Fig. 1: run 1, nets reached from selected ports
(4 px per um)
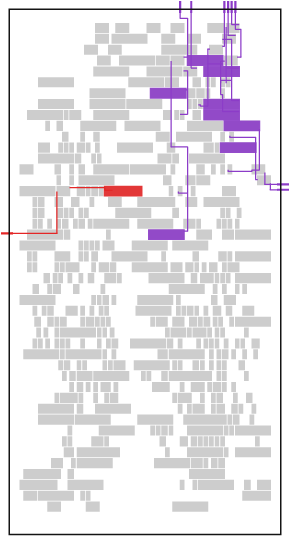
Fig. 2: run 1, clock distribution
(4 px per um)
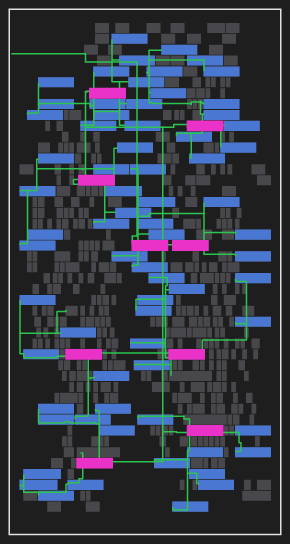
Fig. 3: run 1, selected gate families
(4 px per um)
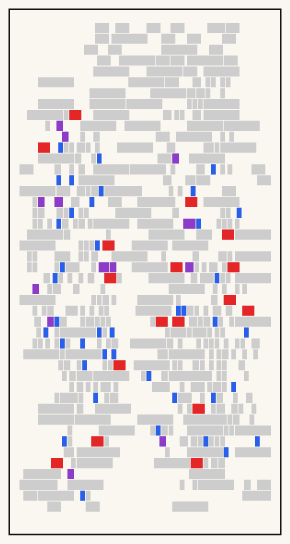
Fig. 4: run 1, routing congestion
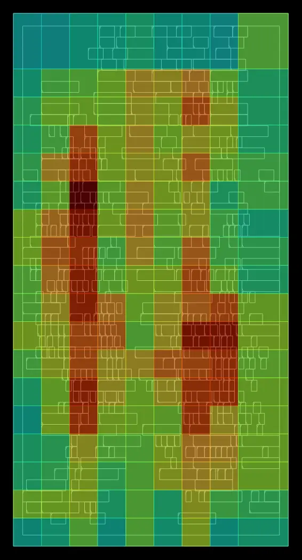
$ cat src/rtl/input_conditioner_if.sv
// Pin-side bundle of the input conditioner: raw active-low buttons and switches in,
// debounced levels, press pulses and synchronized/snapshotted switches out.
interface input_conditioner_if #(
    parameter int SW_WIDTH = 8
);
    logic                ClearALoadB_n;
    logic                Execute_n;
    logic [SW_WIDTH-1:0] Switches;
    logic                ClearALoadB_H;
    logic                ClearALoadB_P;
    logic                Execute_H;
    logic                Execute_P;
    logic [SW_WIDTH-1:0] Switches_S;
    logic [SW_WIDTH-1:0] Switches_L;

    modport master (
        output ClearALoadB_n, Execute_n, Switches,
        input  ClearALoadB_H, ClearALoadB_P, Execute_H, Execute_P, Switches_S, Switches_L
    );

    modport slave (
        input  ClearALoadB_n, Execute_n, Switches,
        output ClearALoadB_H, ClearALoadB_P, Execute_H, Execute_P, Switches_S, Switches_L
    );
endinterface

$ cat src/rtl/input_conditioner.sv
// Synchronizes and debounces the two pushbuttons into levels and press pulses, and
// synchronizes the data switches with a snapshot taken on each ClearA/LoadB press.
module input_conditioner #(
    parameter int DEBOUNCE_CYCLES = 500000,
    parameter int SW_WIDTH        = 8
) (
    input  logic               Clk,
    input  logic               Reset,
    input_conditioner_if.slave pins
);
    localparam int                 CNT_W   = $clog2(DEBOUNCE_CYCLES);
    localparam logic [CNT_W-1:0]   CNT_MAX = CNT_W'(DEBOUNCE_CYCLES - 1);

    // Channel 0 is ClearA/LoadB, channel 1 is Execute.
    logic [1:0]          raw;
    logic [1:0]          sync1;
    logic [1:0]          sync2;
    logic [1:0]          deb;
    logic [1:0]          deb_d;
    logic [1:0]          deb_nxt;
    logic [CNT_W-1:0]    cnt     [2];
    logic [CNT_W-1:0]    cnt_nxt [2];
    logic [SW_WIDTH-1:0] sw_sync1;
    logic [SW_WIDTH-1:0] sw_sync2;
    logic [SW_WIDTH-1:0] sw_snap;

    assign raw = {pins.Execute_n, pins.ClearALoadB_n};

    // Any mismatch run shorter than DEBOUNCE_CYCLES clears the count and leaves deb alone.
    always_comb begin
        deb_nxt = deb;
        for (int i = 0; i < 2; i++) begin
            cnt_nxt[i] = '0;
            if (~sync2[i] != deb[i]) begin
                if (cnt[i] == CNT_MAX) begin
                    deb_nxt[i] = ~deb[i];
                end else begin
                    cnt_nxt[i] = cnt[i] + CNT_W'(1);
                end
            end
        end
    end

    always_ff @(posedge Clk or negedge Reset) begin
        if (!Reset) begin
            sync1    <= '1;
            sync2    <= '1;
            deb      <= '0;
            deb_d    <= '0;
            cnt[0]   <= '0;
            cnt[1]   <= '0;
            sw_sync1 <= '0;
            sw_sync2 <= '0;
            sw_snap  <= '0;
        end else begin
            sync1    <= raw;
            sync2    <= sync1;
            deb      <= deb_nxt;
            deb_d    <= deb;
            cnt[0]   <= cnt_nxt[0];
            cnt[1]   <= cnt_nxt[1];
            sw_sync1 <= pins.Switches;
            sw_sync2 <= sw_sync1;
            // Snapshot lands on the same edge deb rises, so it is valid during the pulse.
            if (deb_nxt[0] && !deb[0]) begin
                sw_snap <= sw_sync2;
            end
        end
    end

    assign pins.ClearALoadB_H = deb[0];
    assign pins.ClearALoadB_P = deb[0] & ~deb_d[0];
    assign pins.Execute_H     = deb[1];
    assign pins.Execute_P     = deb[1] & ~deb_d[1];
    assign pins.Switches_S    = sw_sync2;
    assign pins.Switches_L    = sw_snap;
endmodule
$ cat src/flat_wrapper.sv
// flat-port wrapper written by rule: the top's interface ports become plain ports
module input_conditioner_flat 
#(
    parameter int DEBOUNCE_CYCLES = 500000,
    parameter int SW_WIDTH        = 8
)
  (Clk, Reset, pins_ClearALoadB_n, pins_Execute_n, pins_Switches, pins_ClearALoadB_H, pins_ClearALoadB_P, pins_Execute_H, pins_Execute_P, pins_Switches_S, pins_Switches_L);
  input_conditioner_if #(.SW_WIDTH(SW_WIDTH)) pins_i ();
  input  logic Clk;
  input  logic Reset;
  input wire logic [$bits(pins_i.ClearALoadB_n)-1:0] pins_ClearALoadB_n;
  input wire logic [$bits(pins_i.Execute_n)-1:0] pins_Execute_n;
  input wire logic [$bits(pins_i.Switches)-1:0] pins_Switches;
  output wire logic [$bits(pins_i.ClearALoadB_H)-1:0] pins_ClearALoadB_H;
  output wire logic [$bits(pins_i.ClearALoadB_P)-1:0] pins_ClearALoadB_P;
  output wire logic [$bits(pins_i.Execute_H)-1:0] pins_Execute_H;
  output wire logic [$bits(pins_i.Execute_P)-1:0] pins_Execute_P;
  output wire logic [$bits(pins_i.Switches_S)-1:0] pins_Switches_S;
  output wire logic [$bits(pins_i.Switches_L)-1:0] pins_Switches_L;
  assign pins_i.ClearALoadB_n = pins_ClearALoadB_n;
  assign pins_i.Execute_n = pins_Execute_n;
  assign pins_i.Switches = pins_Switches;
  assign pins_ClearALoadB_H = pins_i.ClearALoadB_H;
  assign pins_ClearALoadB_P = pins_i.ClearALoadB_P;
  assign pins_Execute_H = pins_i.Execute_H;
  assign pins_Execute_P = pins_i.Execute_P;
  assign pins_Switches_S = pins_i.Switches_S;
  assign pins_Switches_L = pins_i.Switches_L;
  input_conditioner #(.DEBOUNCE_CYCLES(DEBOUNCE_CYCLES), .SW_WIDTH(SW_WIDTH)) u_core (.Clk(Clk), .Reset(Reset), .pins(pins_i));
endmodule
$ cat config.mk
export PLATFORM = sky130hd
export DESIGN_NAME = input_conditioner_flat
export DESIGN_NICKNAME = d
export VERILOG_FILES = /design/src/rtl/input_conditioner_if.sv /design/src/rtl/input_conditioner.sv /design/src/flat_wrapper.sv
export SDC_FILE = /design/constraint.sdc
export NUM_CORES = 1
export LEC_CHECK = 0
export ABC_AREA = 1
export CAP_MARGIN = 20
export CORE_ASPECT_RATIO = 2
export CORE_MARGIN = 2
export CORE_UTILIZATION = 41
export DETAILED_ROUTE_END_ITERATION = 16
export PLACE_DENSITY = 0.6
export SETUP_SLACK_MARGIN = 0.02
export SLEW_MARGIN = 40
export SYNTH_ARGS = -nofsm -noshare
export SYNTH_HDL_FRONTEND = slang
export SYNTH_SLANG_ARGS = --single-unit
$ cat constraint.sdc
create_clock -name Clk -period 1.85 [get_ports Clk]
set_input_delay 0.2775 -clock Clk [delete_from_list [all_inputs] [get_ports Clk]]
set_output_delay 0.2775 -clock Clk [all_outputs]
set_load 0.01 [all_outputs]
==> impl_metrics.yaml, run 1 <==
# implementation run metrics
synth:
  ys_sh_simple_pct: 33.43
  mux_area_share_pct: 0
  ys_top_logic_family: "simple AND/OR/NAND/NOR gates"
  synth.most_common_cell: "nor2_1"
  compound_area_share_pct: 2.461
  synth_nets: 410
  synthFlopType: "dfrtp_1"
  top_area_cell: "dfrtp_1"
  yosys_cells: 396
  syn_area_per_cell_um2: 8.344
  ys_sh_adder_pct: 0.7573
  synthesis.instances: 396
flow_run:
  maxCapViolCount: 0
  tool_warnings: 26
layout:
  drive_gt1_share_pct: 8.824
  max_flop_register: "u_core.cnt"
  nFillCells: 744
critical_path:
  start_kind: "flop"
  critPathMaxFanout: 5
  r2r_slack_ps: 260
  critPathCaptureType: "primary output"
  crit_required_ps: 1570
  crit_arrival_ps: 1400
pwr:
  p_switching_w: 0.0007238
  pg_comb_w: 0.000127
  maxPowerGroup: "clock"
  seqPwrFrac_pct: 43.3
  clk-power_w: 0.00195
worst_hold_path:
  hp-start: "u_core.sw_sync1[5]$_DFF_PN0_"
  holdPathStages: 0
final_timing:
  drv_slew: 0
  hold_viol: 0
  period_needed_ps: 1679
  skew_ps: 5.202
clock_tree:
  cts-root-buf: "clkbuf_16"
  cts_tree: "built"
placement:
  place_ws_ps: 252.9
  dpl_cell_area_mm2: 0.003735
routing:
  final_antenna_net_count: 0
  detail_route.wirelength_um: 7620
  drc: 0
  drtIter0Drc: 208
floorplan:
  rows: 46
global_routing:
  grt_pass1_vias: 2802
run_status:
  status: "completed"
Notes on Fig. 1 above:
Red is `pins_ClearALoadB_n`, direction input, edge left, end cells 1, buffers 1, wire 32.9 um. Purple is `pins_Switches_L`, direction output, edge 6 top, 2 right, end cells 8, buffers 8, wire 255 um.
Ports: 32
port buffer count: 31

Notes on Fig. 2 above:
Blue is flip-flops, count 70. Magenta is clock drivers, count 9. Green is clock wires, length 910 um.
There are 10 routed clock nets.

Notes on Fig. 3 above:
Purple is aoi and oai cells, cells 13. Blue is inv cells, cells 40. Red is xor and xnor cells, cells 17.
non-filler instance count after layout: 538
combinational share of cell area: 33.29%
dominant logic cell type in the layout: nor2_1

Notes on Fig. 4 above:
Core Util, Final: 51.81%
M3 GR Usage: 4.195%
WL per Instance: 14.16 um
overall routing resource usage: 19.50%

==> run 1: cell type report <==
type,instances,share of cell area (%)
Sequential cell,70,43.00
Multi-Input combinational cell,280,33.29
Timing Repair Buffer,36,8.821
Clock buffer,10,5.605
Inverter,40,3.675
Tap cell,96,2.940
Clock inverter,6,2.665
==> run 1: routing by layer <==
| metal | vias up | track usage [%] | part of all wire (%) |
|---|---|---|---|
| met5 | - | 0 | 0 |
| met1 | 1319 | 19.02 | 35 |
| li1 | 1343 | - | - |
| met4 | 0 | 13.09 | 4.2 |
| met2 | 53 | 35.18 | 58 |
| met3 | 26 | 4.195 | 2.8 |
==> run 1: critical path, cell delays in order, from the launching register on <==
cell             delay [ps]
dfrtp_1                 410
inv_1                    50
nor2_1                   80
clkdlybuf4s50_1         530
Fig. 5: run 1, wiring heat map
(4 px per um) The die is cut into 13 by 26 equal tiles; white is low, dark blue is high, scaled to the fullest tile. Values are wire area over tile area, all layers added.
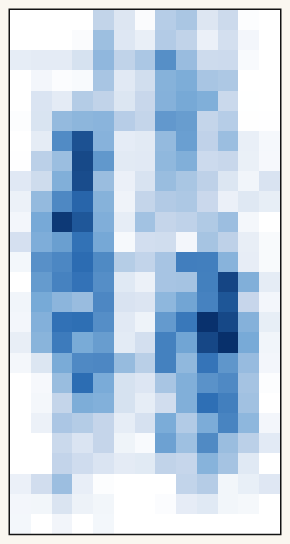

--- run 2 (diff from run 1) ---
--- a/config.mk
+++ b/config.mk
@@ -7,13 +7,15 @@
 export LEC_CHECK = 0
 export ABC_AREA = 1
 export CAP_MARGIN = 20
+export CELL_PAD_IN_SITES_DETAIL_PLACEMENT = 1
+export CELL_PAD_IN_SITES_GLOBAL_PLACEMENT = 1
 export CORE_ASPECT_RATIO = 2
 export CORE_MARGIN = 2
 export CORE_UTILIZATION = 41
 export DETAILED_ROUTE_END_ITERATION = 16
-export PLACE_DENSITY = 0.6
+export PLACE_DENSITY = 0.76
 export SETUP_SLACK_MARGIN = 0.02
-export SLEW_MARGIN = 40
+export SLEW_MARGIN = 0
 export SYNTH_ARGS = -nofsm -noshare
 export SYNTH_HDL_FRONTEND = slang
 export SYNTH_SLANG_ARGS = --single-unit
Fig. 6: run 2, wiring heat map
(4 px per um) The die is cut into 13 by 26 equal tiles; white is low, dark blue is high, scaled to the fullest tile. Values are wire area over tile area, all layers added.
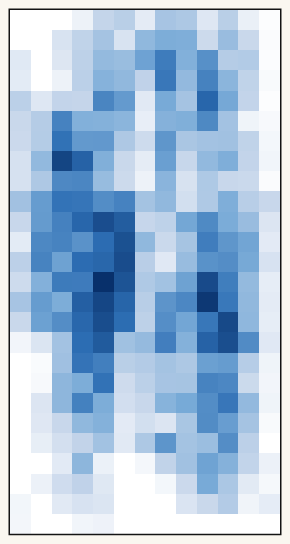
28% of the tiles are over half the peak. The mean over all tiles is 0.16. The emptiest ninth of the die: lower left. The fullest tile reaches 0.45. 11% of the tiles are nearly empty.

Fig. 7: run 2, selected gate families
(4 px per um)
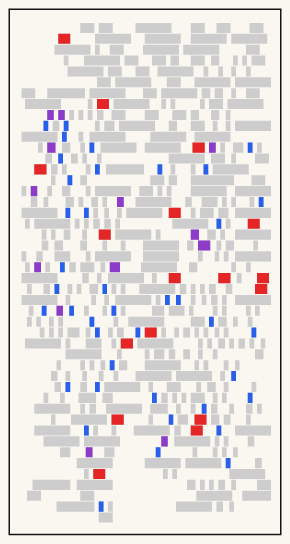
Purple is aoi and oai cells, cells 13. Red is xor and xnor cells, cells 17. Blue is inv cells, cells 40.

==> run 2 against run 1 <==
  * Sequential power is essentially flat
  * Routed wire length grew 20%
  * Critical endpoint is now pins_ClearALoadB_P
  * Critical path depth is the same
==> impl_metrics.yaml, run 2 <==
# implementation run metrics
placement:
  port_buffers: 31
  place_ws_ps: 196.7
  dpl_cell_area_mm2: 0.003735
critical_path:
  r2r_slack_ps: 200
  critPathMaxFanout: 4
  path_depth: 3
  crit_end: "pins_ClearALoadB_P"
  start_kind: "flop"
  path_cells: "inv_1, nor2_1, clkdlybuf4s50_1"
  path_buffers: 2
  crit_family: "buffers and inverters"
  crit_required_ps: 1570
  worst_path_max_delay_cell: "clkdlybuf4s50_1"
  slowest_delay_ps: 530
clock_tree:
  path_clk_slew_ps: 60
  cts_hold_buffers: 1
  cts-root-buf: "clkbuf_16"
  cts_tree: "built"
global_routing:
  grt.total_usage_pct: 23.27
  grt_util_met1_pct: 21.41
  grt_pass1_vias: 3073
  busiest_layer: "met2"
  use_met3_pct: 5.223
worst_hold_path:
  holdPathStages: 0
  hp-start: "u_core.sw_sync1[7]$_DFF_PN0_"
synth:
  synthFlopType: "dfrtp_1"
  syn_area_per_cell_um2: 8.344
  edf_count: 0
  synth.most_common_cell: "nor2_1"
  synthesis.instances: 396
  top_area_cell: "dfrtp_1"
  yosys_cells: 396
run_status:
  status: "completed"
floorplan:
  ios: 32
  rows: 46
pwr:
  p_seq_w: 0.00159
  seqPwrFrac_pct: 45.9
  pg_comb_w: 0.000132
  maxPowerGroup: "clock"
  p_switching_w: 0.0007853
  clk-power_w: 0.00174
layout:
  mostFrequentLayoutCells: "94 x nor2_1, 79 x nand2_1, 66 x dfrtp_1, 39 x inv_1, 36 x nand3_1"
  mostFrequentLayoutCell: "nor2_1"
  nFillCells: 958
  area_growth_pct: 22.38
  utilization_pct: 51.29
  max_flop_register: "u_core.cnt"
  fin_cells: 538
  drive_gt1_share_pct: 8.824
routing:
  drtIter0Drc: 116
  drc: 0
  routed-wl-met2_um: 5552
  wl_met1_um: 3081
  wl_met3_um: 163
  top_layer_used: "met4"
  final_antenna_net_count: 0
  detail_route.wirelength_um: 9158
final_timing:
  fmax_mhz: 588.7
  period_needed_ps: 1699
  hold_viol: 0
  drv_slew: 0
flow_run:
  tool_warnings: 26
Fig. 8: run 2, clock distribution
(4 px per um)
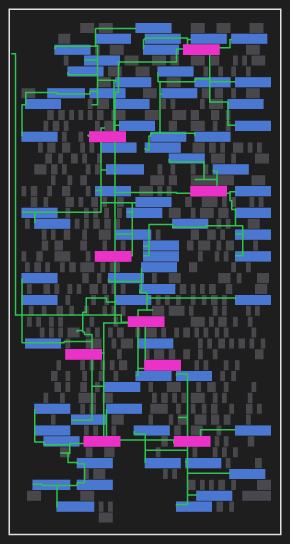
Blue is flip-flops, count 70. Green is clock wires, length 1,000 um. Magenta is clock drivers, count 9.
Position of the flops: all over the die.
clk_skew: 6.373 ps
clock power share: 50.3%

==> run 2: cell counts after synthesis <==
No cell type changed its count.
==> run 2: cell families (layout without fill, tap and decap cells) <==
logic type	Yosys count	in the layout	share of synthesized area (%)
AND-OR/OR-AND	14	14	2.461
adder cells (fa/ha/maj)	2	2	0.7572
AND/OR/NAND/NOR	247	247	33.43
XOR/XNOR	17	17	4.506
flip-flops	70	70	53.16
buffers and inverters	46	92	5.679
==> run 2: final cells by class <==
cell class | instances | area [um^2] | share of cell area (%)
clock buffer | 10 | 229.0 | 5.662
clock inverter | 6 | 70.07 | 1.733
inverter | 40 | 150.1 | 3.713
multi-input combinational | 280 | 1360 | 33.63
sequential | 70 | 1757 | 43.44
tap | 96 | 120.1 | 2.970
timing repair buffer | 36 | 357.8 | 8.849
Power figures rest on the tool's default switching activity, not on a simulated workload.
